<file path="src/rtl/display_pkg.sv">
// Shared constants and FSM state type for the display controller and the
// benches of the downstream seven-segment driver.
package display_pkg;

  localparam int BIN_W   = 14;
  localparam int MAX_VAL = 9999;
  localparam int N_SHIFT = 14;

  typedef enum logic [1:0] {
    IDLE,
    CONV,
    DONE
  } state_t;

endpackage

</file>
<file path="src/rtl/dabble_step.sv">
// One BCD digit's add-3 correction, applied before each double-dabble shift.
module dabble_step (
  input  logic [3:0] d,
  output logic [3:0] q
);

  // Digits of 5 or more would overflow a BCD digit when doubled.
  always_comb begin
    q = (d >= 4'd5) ? d + 4'd3 : d;
  end

endmodule

</file>
<file path="src/rtl/display_ctrl.sv">
// Two-source round-robin binary-to-BCD converter feeding the seven-segment
// driver. A captured value is saturated to MAX_VAL, converted by serial
// double dabble (one bit per cycle), then published with a one-cycle ready.
module display_ctrl #(
  parameter int BIN_W   = 14,
  parameter int MAX_VAL = 9999
) (
  input  logic             clk,
  input  logic             rst,
  input  logic             req_a,
  input  logic [BIN_W-1:0] bin_a,
  input  logic             req_b,
  input  logic [BIN_W-1:0] bin_b,
  output logic             ack_a,
  output logic             ack_b,
  output logic             busy,
  output logic [3:0]       unidades_out,
  output logic [3:0]       decenas_out,
  output logic [3:0]       centenas_out,
  output logic [3:0]       millares_out,
  output logic             ready,
  output logic             ovf
);

  import display_pkg::*;

  localparam int SR_W = 16 + BIN_W;

  state_t            state;
  logic [3:0]        cnt;
  logic              last_b;
  logic              ovf_pend;
  logic [SR_W-1:0]   sr;
  logic [SR_W-1:0]   sr_nxt;
  logic [3:0]        c0, c1, c2, c3;
  logic              grant_b;
  logic [BIN_W-1:0]  cap_val;
  logic              cap_over;

  function automatic logic over_max(input logic [BIN_W-1:0] v);
    return v > BIN_W'(MAX_VAL);
  endfunction

  function automatic logic [BIN_W-1:0] sat_val(input logic [BIN_W-1:0] v);
    return over_max(v) ? BIN_W'(MAX_VAL) : v;
  endfunction

  // Round-robin grant: B wins a tie unless B was served last.
  always_comb begin
    grant_b  = req_b && (!req_a || !last_b);
    cap_val  = grant_b ? bin_b : bin_a;
    cap_over = over_max(cap_val);
  end

  dabble_step u_step0 (.d(sr[BIN_W +: 4]),      .q(c0));
  dabble_step u_step1 (.d(sr[BIN_W + 4 +: 4]),  .q(c1));
  dabble_step u_step2 (.d(sr[BIN_W + 8 +: 4]),  .q(c2));
  dabble_step u_step3 (.d(sr[BIN_W + 12 +: 4]), .q(c3));

  // Correct all digits, then shift the binary MSB into the BCD field.
  always_comb begin
    sr_nxt = {c3, c2, c1, c0, sr[BIN_W-1:0]} << 1;
  end

  // Conversion datapath: preload while idle, shift one bit per CONV cycle.
  always_ff @(posedge clk) begin
    if (state == IDLE) begin
      sr       <= {16'd0, sat_val(cap_val)};
      ovf_pend <= cap_over;
    end else if (state == CONV) begin
      sr <= sr_nxt;
    end
  end

  // Control FSM with registered handshake, status and display outputs.
  always_ff @(posedge clk) begin
    if (rst) begin
      state        <= IDLE;
      cnt          <= 4'd0;
      last_b       <= 1'b0;
      ack_a        <= 1'b0;
      ack_b        <= 1'b0;
      busy         <= 1'b0;
      ready        <= 1'b0;
      ovf          <= 1'b0;
      unidades_out <= 4'd0;
      decenas_out  <= 4'd0;
      centenas_out <= 4'd0;
      millares_out <= 4'd0;
    end else begin
      ack_a <= 1'b0;
      ack_b <= 1'b0;
      ready <= 1'b0;
      case (state)
        IDLE: begin
          if (req_a || req_b) begin
            state  <= CONV;
            busy   <= 1'b1;
            cnt    <= 4'd0;
            last_b <= grant_b;
            ack_b  <= grant_b;
            ack_a  <= !grant_b;
          end
        end
        CONV: begin
          cnt <= cnt + 4'd1;
          if (cnt == 4'(N_SHIFT - 1)) begin
            state        <= DONE;
            ready        <= 1'b1;
            ovf          <= ovf_pend;
            unidades_out <= sr_nxt[BIN_W +: 4];
            decenas_out  <= sr_nxt[BIN_W + 4 +: 4];
            centenas_out <= sr_nxt[BIN_W + 8 +: 4];
            millares_out <= sr_nxt[BIN_W + 12 +: 4];
          end
        end
        DONE: begin
          state <= IDLE;
          busy  <= 1'b0;
        end
        default: begin
          state <= IDLE;
          busy  <= 1'b0;
        end
      endcase
    end
  end

endmodule

</file>
<file path="config.mk">
export PLATFORM = sky130hd
export DESIGN_NAME = display_ctrl
export DESIGN_NICKNAME = d
export VERILOG_FILES = /design/src/rtl/display_pkg.sv /design/src/rtl/dabble_step.sv /design/src/rtl/display_ctrl.sv
export SDC_FILE = /design/constraint.sdc
export NUM_CORES = 1
export LEC_CHECK = 0
export CORE_MARGIN = 4
export CORE_UTILIZATION = 45
export DETAILED_ROUTE_END_ITERATION = 10
export PLACE_DENSITY_LB_ADDON = 0.12
export SETUP_SLACK_MARGIN = 0.05
export SLEW_MARGIN = 20
export SYNTH_ARGS = -nofsm -noshare
export SYNTH_HDL_FRONTEND = slang
export SYNTH_SLANG_ARGS = --single-unit
</file>
<file path="constraint.sdc">
create_clock -name clk -period 1.9 [get_ports clk]
set_input_delay 0.38 -clock clk [delete_from_list [all_inputs] [get_ports clk]]
set_output_delay 0.38 -clock clk [all_outputs]
set_load 0.01 [all_outputs]
</file>
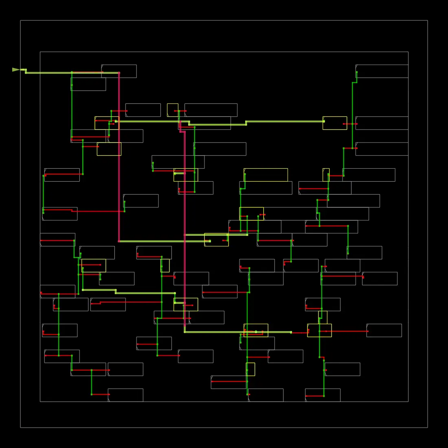
**Above:** clock routing.
Clock Sinks: 59
Fin Clk Skew: 0.00909 ns
TritonCTS Buffers: 9
flop count: 59

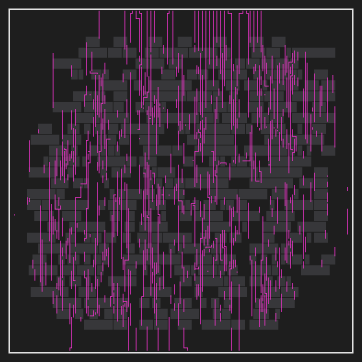
**Above:** metal 2.
(4 px per um)
longest straight run = 29.1 um
share of all routed wire = 47%
wire length on this layer = 2810 um
via count: 2234
met2 Use GR: 27.3%
routed wire length: 5.99 mm

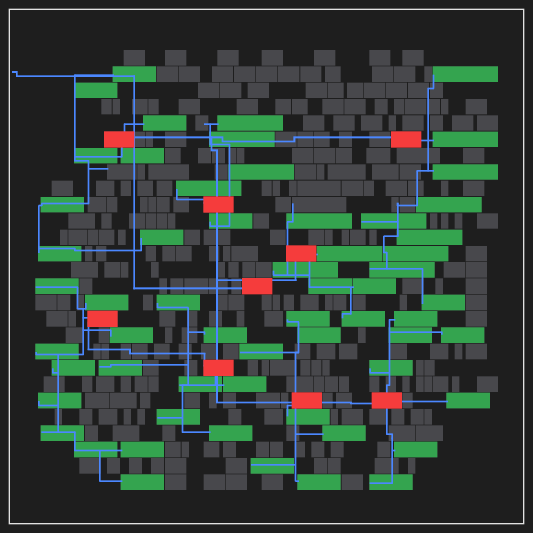
**Above:** clock wires, drivers and flops.
(6 px per um)
clock wires -> blue  # length 746 um
clock-net drivers -> red  # count 9
flip-flops -> green  # count 59
flops lie = widely spread
routed clock nets = 10
clock power share: 38.1%
Clk power: 1060 uW
clk_lat worst skew: 0.34 ns

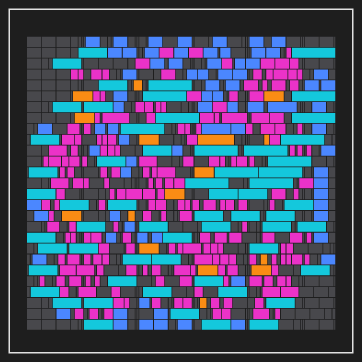
**Above:** cell classes on the final placement.
(4 px per um) Fill, decap, tap and diode cells in gray.
remaining logic cells -> magenta  # cells 201
remaining buffers and delay cells -> blue  # cells 76
registers -> cyan  # cells 59
clock drivers and dummy loads -> orange  # cells 16

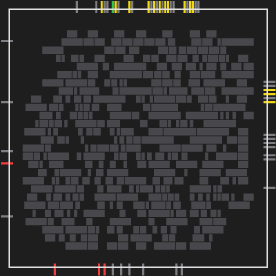
**Above:** pin placement.
(3 px per um) Pins as bars across the die edge, other pins in gray.
decenas_out -> red  # pins 4, direction output, edge 3 bottom, 1 left
bin_a -> yellow  # pins 14, direction input, edge 11 top, 3 right
ack_a -> green  # pins 1, direction output, edge top
all pins by edge = 26 top, 13 right, 9 bottom, 5 left
die y size: 85.5 um
# port buffers: 52

==> impl_metrics.toml <==
# physical design summary
[outcome]
status = "finished, final reports clean"

[critical_path]
startpoint = "req_b"
crit_end = "sr[5]"
crit_chain = "clkdlybuf4s50_1, a21boi_4, mux2i_1, a211o_4, inv_2, o31ai_1"
path_max_fanout = 7
worst-path-buf-inv = 2
cp.required_ns = 1.98
crit_path_start_kind = "input pin"
cp_data_arrival_time_ns = 1.88
r2r_start = "sr[18]"
r2r-end = "decenas_out[2]"

[timing]
slew-limit-headroom_pct = 73.4
layout_setup_ws_ns = 0.102
fin_crit_ns = 1.80
hold_ws_ns = 0.471
rsz0062_at_grt = "no"
tightestPinTransition_ns = 0.399
slew_viol_final = 0

[route]
drc_errors = 0
met3WireLength_um = 280
viasPerCell = 5.27
drt-met1-wl_mm = 2.82
routedWlPerCell_um = 14.1
first_pass_iters = 4
drtAntennaViolNets = 0
drt_first_iter_violations = 96
top_layer = "met4"

[placed_design]
place_congestion = 0.767
dp.cells = 407
dp_hpwl_mm = 4.37
dp_slack_ns = -0.316

[pwr]
power_uw = 2790
comb_power_uw = 337
p_sw_uw = 657
ir_drop_v = 0.000492
switching_share_pct = 23.6
pwr-share-seq_pct = 49.8
power_frac_comb_pct = 12.1
power-per-cell-area_nw_per_um2 = 765
p_int_uw = 2130
power.group.top = "registers"
seq_cell_power_uw = 1390

[cells_and_area]
antenna_cells = 0
mostFrequentLayoutCells = "clkdlybuf4s50_1 (52), dfxtp_1 (44), nor2_1 (22)"
area_growth_pct = 35.0
utilization_pct = 64.2
clockNetworkAreaShare_pct = 5.15
regMostFlops = "sr"
lay_top_count = "clkdlybuf4s50_1"
final_nets = 389
nClkBuffers = 12
inverters = 14
sh_seq_area_pct = 36.5
design_area_sq_um = 3650
layout.nonclk_buf_share_pct = 20.0
multiInputGateArea_sq_um = 1250
dominant_cells = "sequential cells"
final_cells = 424
layout-drive-gt1-share_pct = 14.8
seq_area_sq_um = 1330
logic_gate_count = 187
largest_reg_flops = 30
sh_comb_area_pct = 34.4

[yosys]
ys_sh_simple_pct = 15.3
avgSynthCellArea_sq_um = 9.86
synth_stat.cells = 274
synth_cell_type_count = 40
ys_sh_xor_pct = 1.95
ys_area_sq_um = 2700
synthArstFlopShare_pct = 0
numSynthFlops = 59
syn_nets = 316
ys_sh_adder_pct = 4.63
ys_sh_aoi_pct = 16.7
ys_warn_count = 0
synth_top_area_share_pct = 32.6
synth.cell_area_sq_um = 2700
topCombFamilyByArea = "AND-OR/OR-AND gates"
most_common_cell = "dfxtp_1"
synthTopCellsByArea = "dfxtp_1 (33%), edfxtp_1 (17%), mux2i_1 (5.9%)"
edf_count = 15
synth_cells = 274
flop_cell = "dfxtp_1"
top_cells_by_count = "dfxtp_1 (44), nor2_1 (22), nand2_1 (21)"

[worst_hold_path]
hp-start = "busy"
hold_path_depth = 2
whs_endpoint = "busy"
hold_path.class = "reg2reg"

[global_route]
grt_usage_pct = 17.5
grt.met3_usage_pct = 5.92
grt_pass1_wl_mm = 10.0
busiest_layer = "met2"
grt_max_degree = 27
met1_usage_pct = 22.4
antenna_found_initial = 0

[clocking]
path_clk_slew_ns = 0.07
ctsLongestPathBuffers = 2
root_buffer = "clkbuf_8"
cts_hold_buf = 0
post_cts_buffers = 0
cts.repair.resized = 1
cts_tree = "built"

[job]
openroad.warnings = 31
maxCapViolations = 0

[die]
die_area_sq_um = 7310
initCoreUtil_pct = 47.6
ios = 53
coreArea_sq_um = 5680
Power figures rest on the tool's default switching activity, not on a simulated workload.
